Design hex_entry_ctrl, sky130hd; sources not shown.
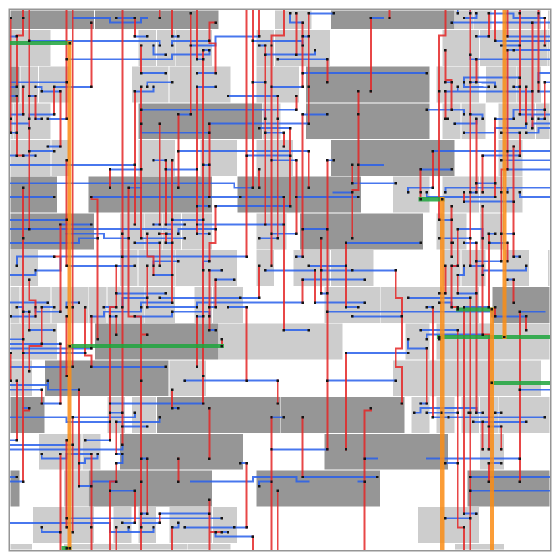
(images/closeup.png)
Window x 54 to 94, y 24 to 64 um. Cells in grey, sequential cells in the stronger grey; small squares are vias.
- orange: M4
- green: M3
- red: M2
- blue: M1
- cells with their middle in the window: 108
- sequential cells in the window: 20
- most frequent: dfrtp_1 (20), nand2_1 (13), nor2_1 (8)

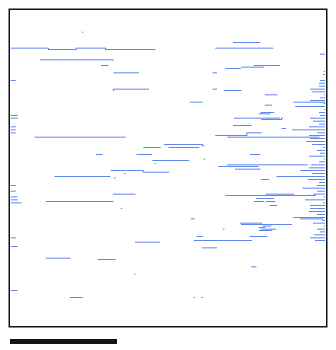
(images/m3.png)
Scale bar: 50 um.
- share of all routed wire: 6.1%
- nets with wire on the layer: 113
- main direction: horizontal
- wire length on this layer: 1,200 um
- longest straight run: 42.8 um
final WL: 19,600 um
DR vias: 6,320
M3 GR Usage: 3.01%

==> job_summary.md <==
## Implementation flow summary

| Metric | Value |
|---|---|
| Vias in the first global route | 6,179 |
| Die Span Y | approximately 150 um |
| Number of DRC markers in iteration 0 | approximately 410 |
| Yosys Chip Area | about 9200 sq um |
| Count leader, synth | dfrtp_1 |
| Ys flops | around 220 |
| Distinct lib cells | 51 |
| CP max stage cell | clkdlybuf4s50_1 |
| CP startpoint kind | input pin |
| Cell count along the critical path | 9 |
| CTS root buf | clkbuf_16 |
| IO buf count | between 90 and 100 |
| Worst slew pin tran | 836 ps |
| Ys cells | ~800 |
| Syn_nets | between 800 and 900 |
| Area of placed instances | between 10,000 and 15,000 sq um |
| Ys async rst share | 100% |
| Main synth FF type | dfrtp_1 |
| Syn avg cell area | roughly 12 sq um |
| Tool warnings | 30 |
| Worst Hold Class | reg2reg |
| Headroom to the max-slew limit | around 44% |
| Minimum hold slack | ~350 ps |
| Met2 wire length | 9000 um |
| Hold Violations, Final | 0 |
| Max-area cell share | about three fifths |
| Simple-Gate Area Share | between 10% and 20% |
| CP cell instances | clkdlybuf4s50_1 > nor2b_1 > clkbuf_1 > nor2b_1 > clkbuf_1 > clkbuf_1 > nand2_1 > nand3_1 > o311a_1 |
| Hold-fix buffers, CTS | 0 |
| Pre-CTS setup slack | between 10,000 and 15,000 ps |
| Aggregate global routing overflow | 0 |
| Fmax achieved | roughly 180 MHz |
| Gate power share | 5.5% |
| Type of element capturing the critical path | flop |
| Slowest stage delay, CP | 550 ps |
| Worst Path Required | between 15,000 and 20,000 ps |
| Setup Buffers After CTS | 0 |
| CTS tree | done |
| # IOs | ~100 |
| Top Metal Used | met4 |
| Max-Cap Viols | 0 |
| Max reg flops | approximately 54 |
| Maximum number of pins on one net before global-route repair | around 130 |
| Clock network fraction of design power | between 40 and 50% |
| Remaining DRCs | 0 |
| Power Total | between 1 and 1.5 mW |
| Max VDD drop | between 60 and 70 uV |
| # diodes | 0 |
| Global-route wire length before repair | around 32,000 um |
| Post-synth EDFFs | 0 |
| Top cells by area | dfrtp_1, nand2_1, mux2_2, a221o_1, ha_1 |
| Reg2Reg Depth | 9 |
| Sequential cell area | 5530 sq um |
| Synthesis-to-finish area growth | 23.6% |
| CP arrival | 5950 ps |
| Setup CP Type | in2reg |
| Sw frac | around 22% |
| Die area | about 22,000 sq um |
| Setup Skew | approximately 10 ps |
| Final min period | between 5000 and 6000 ps |
| Net Sw Power | about 0.24 mW |
| Cell area after layout | between 10,000 and 15,000 sq um |
| Global placer's final weighted congestion | approximately 0.8 |
| Layout cell share with drive strength beyond 1 | 10.3% |
| Placed Cells incl. Taps | 1,165 |
| Setup TNS | 0 ps |
| Pwr dens | 97.5 nW/um^2 |
| Htree depth | 1 |
| Yosys warnings | 0 |
| Final setup vio count | 0 |
| GR met2 Demand/Resource | 29.5% |
| Status | finished clean |
| Aoi share | about a tenth |
| CP max FO | 10 |
| Core box area | roughly 20,000 sq um |
| Worst path bufs/invs | 4 |
[cells in the final DEF (no fill, tap or decap), drive strengths merged, types with 2 or more instances in the layout]
| master | netlist | final |
|---|---|---|
| a2111oi | 2 | 2 |
| a21o | 9 | 9 |
| a21oi | 16 | 16 |
| a221o | 31 | 31 |
| a22oi | 14 | 14 |
| and2 | 25 | 25 |
| and3 | 5 | 5 |
| buf | 16 | 17 |
| bufinv | 0 | 2 |
| clkbuf | 16 | 50 |
| clkdlybuf4s50 | 0 | 99 |
| clkinv | 0 | 6 |
| dfrtp | 221 | 221 |
| ha | 22 | 22 |
| inv | 8 | 9 |
| mux2 | 42 | 42 |
| nand2 | 119 | 119 |
| nand2b | 4 | 4 |
| nand3 | 22 | 22 |
| nand3b | 8 | 8 |
| nand4 | 3 | 3 |
| nor2 | 59 | 59 |
| nor2b | 30 | 30 |
| nor3 | 4 | 4 |
| nor3b | 21 | 21 |
| nor4 | 11 | 11 |
| nor4b | 2 | 2 |
| o21a | 19 | 19 |
| o21ai | 18 | 18 |
| o31ai | 2 | 2 |
| or2 | 2 | 2 |
| or3 | 2 | 2 |
| xnor2 | 24 | 24 |
| xor2 | 7 | 7 |
[final cells by class]
type	instances	share of cell area [%]
buffer	32	1.36
multi-input combinational	534	30.9
timing repair buffer	100	8.91
clock buffer	34	6.21
tap	270	2.96
sequential	221	48.4
inverter	8	0.328
clock inverter	10	0.931
[power groups by stage]
stage	Clock [mW]	Sequential, mW	Combinational (mW)
after floorplan	0	0.544	0.0303
after global placement	0	0.546	0.0608
after detailed placement	0	0.546	0.0620
after CTS	0.529	0.537	0.0624
after global routing	0.549	0.538	0.0677
final	0.515	0.537	0.0614
Power and IR drop assume default switching activity.
